$ cat config.mk
export PLATFORM = sky130hd
export DESIGN_NAME = drink_window_sched
export DESIGN_NICKNAME = d
export VERILOG_FILES = /design/src/rtl/drink_disp_pkg.sv /design/src/rtl/drink_win_hit.sv /design/src/rtl/drink_window_sched.sv
export SDC_FILE = /design/constraint.sdc
export NUM_CORES = 1
export LEC_CHECK = 0
export CORE_MARGIN = 2
export CORE_UTILIZATION = 42
export CTS_BUF_LIST = sky130_fd_sc_hd__clkbuf_8
export CTS_CLUSTER_SIZE = 24
export DETAILED_ROUTE_END_ITERATION = 16
export HOLD_SLACK_MARGIN = 0.1
export SLEW_MARGIN = 0
export SYNTH_ARGS = -nofsm -noshare
export SYNTH_HDL_FRONTEND = slang
export SYNTH_SLANG_ARGS = --single-unit
$ cat constraint.sdc
create_clock -name clk_40M -period 7.42 [get_ports clk_40M]
set_clock_uncertainty 0.2 [all_clocks]
set_input_delay 1.484 -clock clk_40M [delete_from_list [all_inputs] [get_ports clk_40M]]
set_output_delay 1.484 -clock clk_40M [all_outputs]
set_load 0.03 [all_outputs]
$ cat src/rtl/drink_disp_pkg.sv
// Shared definitions for the drink display path: window geometry and descriptor layout.
package drink_disp_pkg;
    localparam int WIN_W    = 200;
    localparam int WIN_H    = 200;
    localparam int H_ACTIVE = 800;
    localparam int V_ACTIVE = 600;
    localparam int ADDR_W   = 17;
    localparam int BORDER   = 2;

    typedef struct packed {
        logic [10:0] x;
        logic [10:0] y;
        logic        en;
    } win_desc_t;
endpackage

$ cat src/rtl/drink_win_hit.sv
// Combinational per-window test: interior hit, highlight ring, and ROM linear address.
module drink_win_hit
    import drink_disp_pkg::*;
(
    input  win_desc_t           desc,
    input  logic [10:0]         px_x,
    input  logic [10:0]         px_y,
    output logic                hit,
    output logic                ring,
    output logic [ADDR_W-1:0]   addr
);
    localparam logic signed [12:0] W_M1 = 13'(WIN_W - 1);
    localparam logic signed [12:0] H_M1 = 13'(WIN_H - 1);
    localparam logic signed [12:0] BRD  = 13'(BORDER);

    // Signed headroom keeps ox-BORDER at origin 0 negative instead of wrapping.
    logic signed [12:0] sx, sy, ox, oy;
    logic               in_x, in_y, box_x, box_y;
    logic [7:0]         dx, dy;

    assign sx = {2'b00, px_x};
    assign sy = {2'b00, px_y};
    assign ox = {2'b00, desc.x};
    assign oy = {2'b00, desc.y};

    assign in_x  = (sx >= ox) && (sx <= ox + W_M1);
    assign in_y  = (sy >= oy) && (sy <= oy + H_M1);
    assign box_x = (sx >= ox - BRD) && (sx <= ox + W_M1 + BRD);
    assign box_y = (sy >= oy - BRD) && (sy <= oy + H_M1 + BRD);

    assign hit  = desc.en & in_x & in_y;
    assign ring = box_x & box_y & ~(in_x & in_y);

    assign dx   = 8'(px_x - desc.x);
    assign dy   = 8'(px_y - desc.y);
    assign addr = ADDR_W'(dy) * ADDR_W'(WIN_W) + ADDR_W'(dx);
endmodule

$ cat src/rtl/drink_window_sched.sv
// Per-pixel window arbitration for the shared drink ROM, with frame-committed config and blinking highlight.
module drink_window_sched
    import drink_disp_pkg::*;
#(
    parameter int NUM_WIN      = 4,
    parameter int ROM_LAT      = 1,
    parameter int BLINK_FRAMES = 30
) (
    input  logic                clk_40M,
    input  logic                Reset_n,
    input  logic [10:0]         px_x,
    input  logic [10:0]         px_y,
    input  logic                px_active,
    input  logic                frame_start,
    input  logic                cfg_wr,
    input  logic [1:0]          cfg_idx,
    input  logic [10:0]         cfg_x,
    input  logic [10:0]         cfg_y,
    input  logic                cfg_en,
    input  logic                sel_valid,
    input  logic [1:0]          sel_idx,
    output logic [ADDR_W-1:0]   rom_addr,
    output logic [1:0]          rom_sel,
    output logic                win_hit,
    output logic                border_on,
    output logic                pix_active_o
);
    localparam int CW = $clog2(BLINK_FRAMES);

    win_desc_t [NUM_WIN-1:0]             pend_q, pend_nxt, act_q;
    logic [NUM_WIN-1:0]                  hit_v, ring_v;
    logic [NUM_WIN-1:0][ADDR_W-1:0]      addr_v;
    logic                                hl_vld;
    logic [1:0]                          hl_idx;
    logic [CW-1:0]                       blink_cnt;
    logic                                blink_ph;
    logic                                any_hit, brd;
    logic [1:0]                          hit_idx;
    logic [ADDR_W-1:0]                   hit_addr;
    logic [ROM_LAT:0]                    hit_p, brd_p, vld_pipe;

    // Commit sees pending-next so a write landing on frame_start is included.
    always_comb begin
        pend_nxt = pend_q;
        if (cfg_wr) pend_nxt[cfg_idx] = '{x: cfg_x, y: cfg_y, en: cfg_en};
    end

    always_ff @(posedge clk_40M) begin
        if (!Reset_n) begin
            pend_q    <= '0;
            act_q     <= '0;
            hl_vld    <= 1'b0;
            hl_idx    <= '0;
            blink_cnt <= '0;
            blink_ph  <= 1'b0;
        end else begin
            pend_q <= pend_nxt;
            if (frame_start) begin
                act_q  <= pend_nxt;
                hl_vld <= sel_valid;
                hl_idx <= sel_idx;
                if (blink_cnt == CW'(BLINK_FRAMES - 1)) begin
                    blink_cnt <= '0;
                    blink_ph  <= ~blink_ph;
                end else begin
                    blink_cnt <= blink_cnt + 1'b1;
                end
            end
        end
    end

    for (genvar i = 0; i < NUM_WIN; i++) begin : g_win
        drink_win_hit u_hit (
            .desc (act_q[i]),
            .px_x (px_x),
            .px_y (px_y),
            .hit  (hit_v[i]),
            .ring (ring_v[i]),
            .addr (addr_v[i])
        );
    end

    // Scan high to low so the lowest index is the last to claim the pixel.
    always_comb begin
        any_hit  = 1'b0;
        hit_idx  = '0;
        hit_addr = '0;
        for (int i = NUM_WIN - 1; i >= 0; i--) begin
            if (hit_v[i]) begin
                any_hit  = 1'b1;
                hit_idx  = 2'(i);
                hit_addr = addr_v[i];
            end
        end
    end

    assign brd = px_active & hl_vld & blink_ph & act_q[hl_idx].en & ring_v[hl_idx];

    always_ff @(posedge clk_40M) begin
        if (!Reset_n) begin
            rom_addr <= '0;
            rom_sel  <= '0;
            hit_p    <= '0;
            brd_p    <= '0;
            vld_pipe <= '0;
        end else begin
            rom_addr <= (any_hit & px_active) ? hit_addr : '0;
            if (any_hit & px_active) rom_sel <= hit_idx;
            hit_p    <= {hit_p[ROM_LAT-1:0], any_hit & px_active};
            brd_p    <= {brd_p[ROM_LAT-1:0], brd};
            vld_pipe <= {vld_pipe[ROM_LAT-1:0], px_active};
        end
    end

    assign win_hit      = hit_p[ROM_LAT];
    assign border_on    = brd_p[ROM_LAT];
    assign pix_active_o = vld_pipe[ROM_LAT];
endmodule
Run 1, clock wiring as the flow saved it:
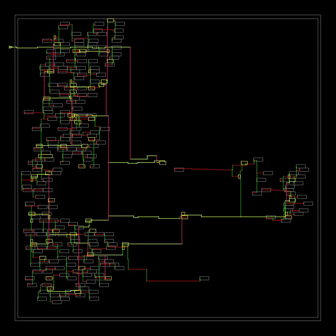
Inserted Clock Buffers: 38
insertion delay to the later sink of the worst-skew pair: 0.56 ns
final sequential cell count: 218

Run 1, placed cells, one colour a class:
(1 px per um)
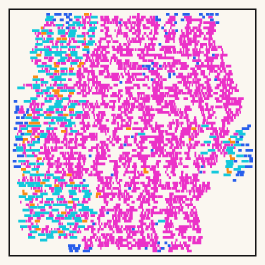
class	colour	cells
flops	cyan	218
combinational and other logic	magenta	2607
other buffers and delay cells	blue	126
clock drivers and dummy loads	orange	62

Run 1, placement density heat map:
(1.5 px per um) 25 x 25 tiles, from black (low) to pale yellow (high), 0 to 100% covered.
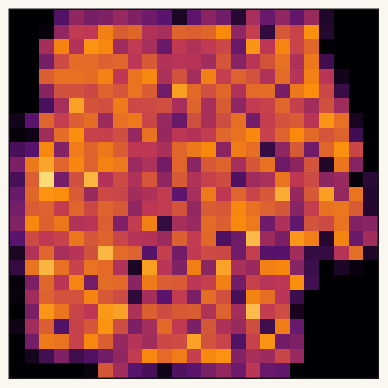
fullest tile	92%
nearly empty tiles	14%
emptiest ninth of the die	bottom right
tiles over 75% full	5.0%
mean over tiles	43%
area of the core region: 57600 sq um
utilization of the core after routing: 46.7%
Core Density at Floorplan: 42.4%

==> run 1: state kept, by name, summed over array words and instances (netlist names), 2 cells and up <==
register / count
vld_pipe: 2
act_q: 92
blink_cnt: 5
hl_idx: 2
brd_p: 2
rom_addr: 17
rom_sel: 2
hit_p: 2
pend_q: 92
==> run 1: stage by stage <==
step	utilization [%]	hold WS [ns]	power, mW	instances	area (sq um)
6_report	46.7	0.230	6.28	3778	26900
5_1_grt	46.7	0.251	6.83	3778	26900
4_1_cts	46.7	0.234	6.29	3778	26900
3_5_place_dp	45.4	0.220	5.16	3716	26200
3_3_place_gp	45.4	0.218	5.10	3716	26200
2_1_floorplan	-	0.212	4.20	2911	24400
==> run 1: power groups by stage <==
stage | clock network, mW | registers (mW) | logic, mW
floorplan | 0 | 1.28 | 2.92
global placement | 0 | 1.32 | 3.78
detailed placement | 0 | 1.33 | 3.83
CTS | 1.12 | 1.30 | 3.87
global route | 1.17 | 1.31 | 4.34
finish | 1.09 | 1.31 | 3.89
==> run 1: routing by layer <==
layer / GRT usage [%] / vias up
li1: - / 10700
met1: 35.8 / 10400
met2: 39.7 / 563
met3: 2.93 / 102
met4: 6.62 / 0
met5: 0 / -
==> run 1: kinds of logic (layout without fill, tap and decap cells) <==
logic type,count (synthesis),after routing,share of synthesized area [%]
compound gates,649,649,18.2
fa+ha+maj,518,518,27.5
simple gates,803,803,16.3
xor+xnor,302,302,11.0
flops,218,218,17.9
buf+inv,325,427,5.16
mux,96,96,3.94
==> run 1: area by class of cell <==
class / instances / share of cell area (%)
multi-input cells: 2368 / 69.9
flip-flops and latches: 218 / 16.2
repair buffers: 126 / 4.23
well taps: 765 / 3.56
inverters: 239 / 3.40
clock buffers: 45 / 2.30
clock inverters: 17 / 0.400
==> summary.txt, run 1 <==
Implementation status.

- Across all register-to-register paths, the minimum setup slack is 1.75 ns.
- Per the hold report, the tightest min-delay path originates at vld_pipe[0].
- The first global-routing pass estimated approximately 120000 um of wire.
- Of the available clock period, the critical path in the final layout requires 89.6%.
- In the final timing run, aggregate negative setup slack is 0 ns.
- Looking at the reg2reg group, the worst path starts from act_q[24].
- Per the placement log, port buffering inserted about 76 buffers.
- The timing report lists the critical path depth as 22 cells.
- Dividing total power by cell area gives a power density of between 200 and 250 nW/um^2.
- The biggest fanout along the worst timing path is 5.
- For reference, the top cells by count after synthesis are sky130_fd_sc_hd__ha_1 (486), sky130_fd_sc_hd__nor2_1 (330), sky130_fd_sc_hd__inv_1 (235), sky130_fd_sc_hd__xnor2_1 (230), sky130_fd_sc_hd__dfxtp_1 (218).
- The worst setup path is of the in -> reg kind.
- After the first detailed-routing iteration, the DRC count stood at around 1600.
- The worst vdd rail ir drop is between 0.15 and 0.2 mV.
- The detail route stage leaves a number of antenna-violating nets equal to 0.
- The number of nets in the layout is 3564.
- No sink is reached through more buffers than the 3 on the longest clock path.
- Setup repair after global routing left no endpoint under its margin.
- The cell count in the Yosys report is 2911.
- The pre-CTS setup slack is ~0.19 ns.
- The critical path launch point type is a primary input.
- The required time at the endpoint of the critical path is about 7.7 ns.
- The number of stages on the worst hold path is 1.
- The capture point of the critical path is rom_addr[16].
- The net count after synthesis is ~3500.
- The worst stage delay on the critical path is ~0.53 ns.
- The startpoint of the most critical setup path is px_y[0].
- Based on the critical path, the design can be clocked at up to roughly 150 MHz.
- The layout has 5617 filler cells.
- The share of cells above drive strength 1 is 4.38%.
- The maximum level of the CTS H-tree is 2.
- The relative area change from synthesis to final layout is 10.2%.
- The number of antenna violations at the first check in global routing is 0.
- The standard cell with the maximum stage delay on the critical path is sky130_fd_sc_hd__fa_1.
- The floorplan report gives the top-level pin count as 77.
- The flow ran to the end, and the final reports show no timing, DRC or antenna violations.
- The number of instances in the synthesized netlist is 2911.
Run 1, pin map:
(1.5 px per um) Pins as bars across the die edge, other pins in grey.
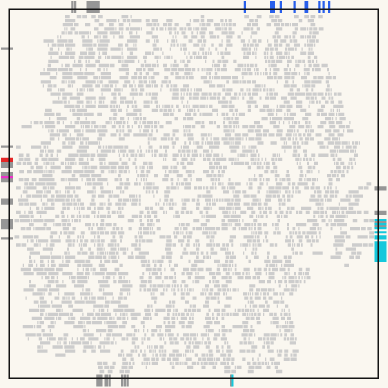

==> run 2: changes to the inputs <==
--- a/config.mk
+++ b/config.mk
@@ -5,7 +5,7 @@
 export SDC_FILE = /design/constraint.sdc
 export NUM_CORES = 1
 export LEC_CHECK = 0
-export CORE_MARGIN = 2
+export CORE_MARGIN = 3
 export CORE_UTILIZATION = 42
 export CTS_BUF_LIST = sky130_fd_sc_hd__clkbuf_8
 export CTS_CLUSTER_SIZE = 24
Run 2, pin map:
(1.5 px per um) Pins as bars across the die edge, other pins in grey.
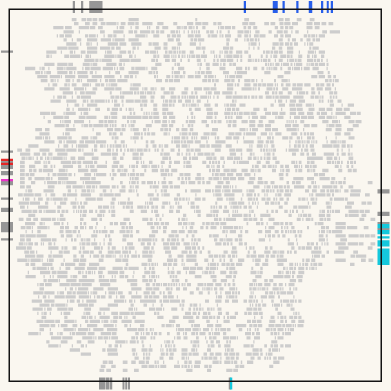
port	colour	pins	direction	edge
`cfg_idx`	red	2	input	left
`rom_addr`	cyan	17	output	16 right, 1 bottom
`sel_valid`	magenta	1	input	left
`px_y`	blue	11	input	top
all pins by edge	22 right, 22 top, 21 left, 12 bottom
die height: 247 um
Die Span X: 247 um
total of buffers placed on input and output ports: 76

==> run 2 against run 1 <==
Maximum frequency rose by 0.18%. Critical endpoint is now rom_addr[15]. Via count grew 0.39%. Hold slack better by 0.0026 ns. Largest power group unchanged. Setup slack better by 0.012 ns. Power rose by 3.3%. Non-clock buffer count fell by 5. First-iteration DRC count increased by 16%. Die area rose by 1.6%. Final cell count decreased by 0.16%. Synthesized area unchanged. Clock-buffer cell count up 5. Synthesized cell count did not move.
==> summary.txt, run 2 <==
Implementation status.

- The run finished with clean final reports.
- The top cell type by total area after synthesis is sky130_fd_sc_hd__ha_1.
- The number of clock sinks came to roughly 220.
- The root buffer cell is sky130_fd_sc_hd__clkbuf_8.
- The biggest fanout along the worst timing path is 5 (unchanged).
- Post-CTS timing repair inserted 0 buffers for setup.
- The source-to-sink clock delay at the later pin of the worst-skew pair is 0.61 ns (+0.05 ns).
- The weighted congestion reported at the end of routability-driven placement is ~0.95.
- The warning tally printed by Yosys for this design is 0.
- For this design the static power due to leakage is ~12 nW.
- The worst stage delay on the critical path is 0.73 ns (+0.20 ns).
- The number of nets in the layout was 3560 (-0.11%).
- The final standard cell count with taps included and fillers excluded came to 3772 (-0.16%).
- The number of DRC markers after the initial detailed-route iteration is 1885 (+16%).
- The internal reg-to-reg setup slack is 1.78 ns (+0.03 ns).
- The accumulated negative setup slack is 0 ns (unchanged).
- The wire length of the first global-routing pass is 117000 um (-2.0%).
- The fmax is 151 MHz (+0.18%).
- The largest net degree at the start of global routing is between 150 and 200.
- Ranked by total cell area, the synthesized netlist is headed by sky130_fd_sc_hd__ha_1 (25%), sky130_fd_sc_hd__dfxtp_1 (18%), sky130_fd_sc_hd__xnor2_1 (8.3%).
- The depth of the worst register-to-register path is 19.
- STA classifies the critical path startpoint as a primary input.
- In the final report, the number of hold violations comes to 0.
- The fraction of synthesized area in multiplexers is 3.94% (unchanged).
- Grouping non-sequential cells by family puts the most area in adder cells.
- The worst vdd rail ir drop came to 0.185 mV (+19%).
- The clock-pin transition on the worst setup and hold timing paths is approximately 0.060 ns.
- The number of instances in the synthesized netlist is 2911 (unchanged).
- The cell count in the Yosys report is 2911 (unchanged).
- Sorting the synthesized cells by how often they occur yields sky130_fd_sc_hd__ha_1 (486), sky130_fd_sc_hd__nor2_1 (330), sky130_fd_sc_hd__inv_1 (235), sky130_fd_sc_hd__xnor2_1 (230), sky130_fd_sc_hd__dfxtp_1 (218).
- The required time at the endpoint of the critical path is 7.71 ns (-0.02 ns).
- The number of stages on the worst hold path is 1 (unchanged).
- In this run the core area contains slightly below 90 standard-cell rows.
- The number of filler cells placed in the layout is 5517 (-1.8%).
- The most critical min-delay path falls under reg -> reg.
- The maximum level of the CTS H-tree is 2 (unchanged).
- The net count after synthesis is 3484 (unchanged).
- The total via count after detailed routing is 21900.
- The data arrival time of the worst path is 6.93 ns.
- For this run, the detailed router's first-pass iteration total came to 5.
- The reg-to-reg startpoint is act_q[70].
- STA classifies the critical path endpoint as a register.
- Per the GRT congestion report, total overflow comes to 0.
- The relative area change from synthesis to final layout is 10.7%.
- The antenna violation net count after detailed routing is 0 (unchanged).
- The die area is 61000 sq um.
- The total wirelength of the detailed-routed design is around 76000 um.
- Hold repair after CTS inserted 0 buffers.
- The share of the clock period used by the worst path after layout was 89.4% (-0.16 points).
- Listed in order, past its start point the critical path passes clkdlybuf4s50_1, inv_1, ha_1, inv_1, fa_1, a21o_1, a21oi_1, xnor2_1, ha_1, ha_1, inv_1, fa_1, inv_1, ha_1, o21ai_0, a21oi_1, o31ai_1, o311ai_0, or4b_2, xnor2_1, o22ai_1, a211oi_1.
- The number of antenna violations at the first check in global routing is 2 (+2).
- The count of library flops with an enable pin is 0.
- The report lists the number of cells resized after CTS as 0.
- The aoi/oai-family share of the synthesized area is 18.2% (unchanged).
- The largest registers in the layout are act_q (92), pend_q (92), rom_addr (17).
- The placeable core area is 56900 sq um (-1.1%).
- The tool warning count for the run is between 50 and 60.
- After synthesis, the mean cell area works out to ~8.4 sq um.
- The kind of critical path is in -> reg.
- The share of synthesized area in the top cell type comes to 24.9%.
- The via count of the first global-routing pass is about 21000.
- The standard cell with the maximum stage delay on the critical path is sky130_fd_sc_hd__or4b_2.
- The startpoint of the tightest hold check path is hit_p[0].
- The estimated wirelength of the detail-placed design is a little over 60000 um.
- The actual slew at the worst max-slew pin is between 1 and 1.5 ns.
- The total standard cell area after synthesis is between 20000 and 25000 sq um.
- The number of cells after detailed placement came to 3702 (-0.38%).
- The worst min-delay path endpoint is hit_p[1].
- The floorplan utilization was 42.9% (+0.49 points).
- Using the TritonRoute via totals, the vias-per-cell ratio works out to around 5.8.
- The top cell types in the final layout, fill and taps aside, are sky130_fd_sc_hd__ha_1 (486), sky130_fd_sc_hd__nor2_1 (330), sky130_fd_sc_hd__inv_1 (245), sky130_fd_sc_hd__xnor2_1 (230), sky130_fd_sc_hd__dfxtp_1 (218).
- The number of clock buffers inserted by TritonCTS is 39 (+2.6%).
- Per the run summary, max-cap violations total 0.
- The TritonCTS clock tree is built.
- The number of max-slew violations in the final report is 0.
- The simple logic cell fraction of the synthesized area was 16.3% (unchanged).
- The xor/xnor cell area share of the yosys netlist came to 11.0% (unchanged).
- The total routing resource utilization after global routing is around 24%.
- The share of cells above drive strength 1 was 4.44% (+0.062 points).
- The power density normalized to cell area came to 240 nW/um^2 (+2.9%).
- The synthesized-area fraction occupied by adder cells is 27.5% (unchanged).
- The area figure in the yosys stat output is between 20000 and 25000 sq um.
- The total I/O pin count is 77 (unchanged).
- Setup repair after global routing left no endpoint under its margin.
- The maximum number of buffers from clock root to sink is 3 (unchanged).
run 2: metal layers:
metal,track usage (%),part of all wire [%]
met1,35.2,48
met2,36.9,42
met3,3.74,6.6
met4,7.22,3.0
met5,0,0.017
run 2: area by class of cell:
type | instances | area [sq um] | area share [%]
Multi-Input combinational cell | 2368 | 18800 | 69.6
Clock inverter | 20 | 199 | 0.736
Inverter | 239 | 916 | 3.39
Clock buffer | 50 | 688 | 2.55
Timing Repair Buffer | 121 | 1110 | 4.12
Tap cell | 756 | 946 | 3.50
Sequential cell | 218 | 4360 | 16.2
run 2: power breakdown:
group          internal (mW)  switching [mW]
registers               1.22          0.0838
clock network          0.747           0.536
logic                   1.64            2.26
run 2: worst max path at each step:
| stage | from | slack [ns] | cells after the start | end |
|---|---|---|---|---|
| finish | px_y[0] | 0.78 | 22 | rom_addr[15] |
| global route | px_y[0] | 0.47 | 21 | rom_addr[16] |
| CTS | px_y[0] | 0.84 | 22 | rom_addr[15] |
| detailed placement | px_y[0] | 0.21 | 22 | rom_addr[15] |
| global placement | px_y[0] | 0.30 | 22 | rom_addr[15] |
| floorplan | px_y[0] | 0.99 | 21 | rom_addr[15] |
run 2: stage by stage:
step / worst slack, ns / cell area, sq um / power, mW / util (%) / hold WS (ns)
2_1_floorplan: 0.994 / 24400 / 4.20 / - / 0.212
3_3_place_gp: 0.298 / 26100 / 5.09 / 45.9 / 0.225
3_5_place_dp: 0.208 / 26100 / 5.17 / 45.9 / 0.224
4_1_cts: 0.836 / 27000 / 6.50 / 47.5 / 0.238
5_1_grt: 0.474 / 27000 / 7.02 / 47.5 / 0.251
6_report: 0.783 / 27000 / 6.49 / 47.5 / 0.232
Run 2, clock wiring as the flow saved it:
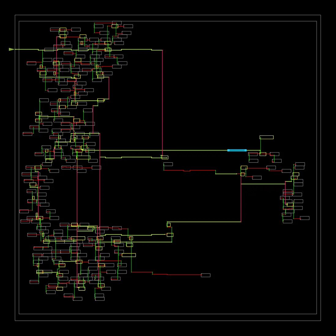

==> run 3: changes to the inputs <==
--- a/config.mk
+++ b/config.mk
@@ -10,6 +10,7 @@
 export CTS_BUF_LIST = sky130_fd_sc_hd__clkbuf_8
 export CTS_CLUSTER_SIZE = 24
 export DETAILED_ROUTE_END_ITERATION = 16
+export GPL_TIMING_DRIVEN = 0
 export HOLD_SLACK_MARGIN = 0.1
 export SLEW_MARGIN = 0
 export SYNTH_ARGS = -nofsm -noshare
Run 3, clock wiring as the flow saved it:
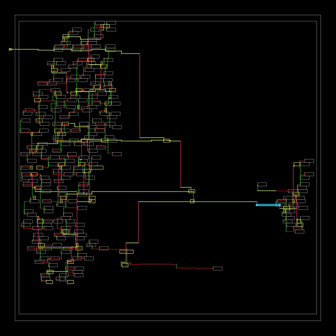
# clk buffers: 44
insertion delay to the later sink of the worst-skew pair: 0.61 ns
clock group total power: 1.13 mW

==> run 3 against run 2 <==
Setup slack lost 0.56 ns. Power shrank 2.5%. Critical path depth shrank 5. Sequential cell count is the same. Utilization shrank 0.27 points. Synthesized cell count is the same. Maximum frequency shrank 7.8%. Via count grew 1.8%. Highest routed layer unchanged. Sequential power is essentially flat. Synthesized area is the same. Die area is the same.
==> summary.txt, run 3 <==
Implementation status.

- The run finished with clean final reports.
- The number of I/O port buffers was 75 (-1.3%).
- The maximum level of the CTS H-tree is 2 (unchanged).
- The tool warning count is 55 (-6.8%).
- The total power of the final layout was 6.33 mW (-2.5%).
- The synthesized area per cell is 8.39 sq um (unchanged).
- The vertical die dimension is 247 um (unchanged).
- The global-route track usage on met2 is 42.0% (+5.2 points).
- The number of clock buffers inserted by TritonCTS is 39 (unchanged).
- TritonCTS built the clock tree.
- The clock share of power was 17.9% (-1.9 points).
- The total standard cell area after synthesis is 24400 sq um (unchanged).
- The standard-cell row count is 87 (unchanged).
- The share of the clock period used by the worst path after layout is 97.1% (+7.6 points).
- In the layout the commonest cells are sky130_fd_sc_hd__ha_1 (486), sky130_fd_sc_hd__nor2_1 (330), sky130_fd_sc_hd__inv_1 (250), sky130_fd_sc_hd__xnor2_1 (230), sky130_fd_sc_hd__dfxtp_1 (218).
- The total wirelength of the detailed-routed design is 78400 um (+3.5%).
- Relative to the synthesized area, the layout overhead comes to 10.1%.
- The clock sink count was 218 (unchanged).
- Sorting the synthesized cells by how often they occur yields sky130_fd_sc_hd__ha_1 (486), sky130_fd_sc_hd__nor2_1 (330), sky130_fd_sc_hd__inv_1 (235), sky130_fd_sc_hd__xnor2_1 (230), sky130_fd_sc_hd__dfxtp_1 (218).
- The cell count in the Yosys report is 2911 (unchanged).
- The cell area after layout was 26900 sq um (-0.56%).
- The number of antenna violations at the first check in global routing is 2 (unchanged).
- The number of cells after detailed placement was 3742 (+1.1%).
- The power of the combinational group came to 3.92 mW (about the same).
- The met1 capacity usage during global routing was 34.1% (-1.1 points).
- The iteration tally of the first detailed-router pass came to 5 (unchanged).
- The remaining global-route overflow was 0 (unchanged).
- The amount of wire on met2 after detailed routing is 35100 um (+10%).
- The final hold violation count is 0 (unchanged).
- STA classifies the critical path startpoint as a primary input.
- The part of the total power dissipated in combinational logic is 61.9% (+1.8 points).
- The class of the tightest hold or removal check is reg -> reg.
- The share of total power consumed by net switching is 45.6% (+1.3 points).
- The placeable core area is 56900 sq um (unchanged).
- The registers reported with the highest flop counts are act_q (92), pend_q (92), rom_addr (17).
- The via count of the first global-routing pass is 22200 (+5.8%).
- The estimated wirelength of the detail-placed design is 63400 um (+3.1%).
- The biggest fanout along the worst timing path is 16 (+11).
- The area figure in the yosys stat output is 24400 sq um (unchanged).
-- run 3: worst register-to-register path: cells and delay by family (launching register included) --
| kind | cells | cell delay [ns] |
|---|---|---|
| AND-OR/OR-AND | 8 | 1.76 |
| XOR/XNOR | 2 | 0.50 |
| adder cells (fa/ha/maj) | 6 | 2.13 |
| buffers and inverters | 3 | 0.18 |
| flip-flops | 1 | 0.43 |
| AND/OR/NAND/NOR | 1 | 0.77 |
-- run 3: area by class of cell --
class / instances / share of cell area (%)
Inverter: 239 / 3.40
Sequential cell: 218 / 16.2
Clock buffer: 44 / 2.25
Timing Repair Buffer: 75 / 2.79
Buffer: 86 / 1.29
Clock inverter: 23 / 0.577
Tap cell: 756 / 3.52
Multi-Input combinational cell: 2368 / 69.9
-- run 3: final timing paths --
kind	from	endpoint	slack [ns]	cells after the start
worst max-delay path	px_y[4]	rom_addr[15]	0.22	17
worst min-delay path	vld_pipe[0]	vld_pipe[1]	0.24	1
worst max register to register	act_q[24]	rom_addr[15]	1.45	20
worst min register to register	vld_pipe[0]	vld_pipe[1]	0.24	1
-- run 3: cells by family after synthesis --
| logic type | Yosys count | share of synthesized area [%] |
|---|---|---|
| multiplexers | 96 | 3.94 |
| AND-OR/OR-AND | 649 | 18.2 |
| buffers and inverters | 325 | 5.16 |
| adder cells (fa/ha/maj) | 518 | 27.5 |
| XOR/XNOR | 302 | 11.0 |
| flip-flops | 218 | 17.9 |
| AND/OR/NAND/NOR | 803 | 16.3 |
-- run 3: through the flow --
step | hold WS [ns] | setup slack, ns
after floorplan | 0.212 | 0.994
after global placement | 0.218 | -0.709
after detailed placement | 0.227 | -0.842
after CTS | 0.243 | 0.0717
after global routing | 0.265 | 0.0163
final | 0.238 | 0.219
Power and IR drop assume default switching activity.
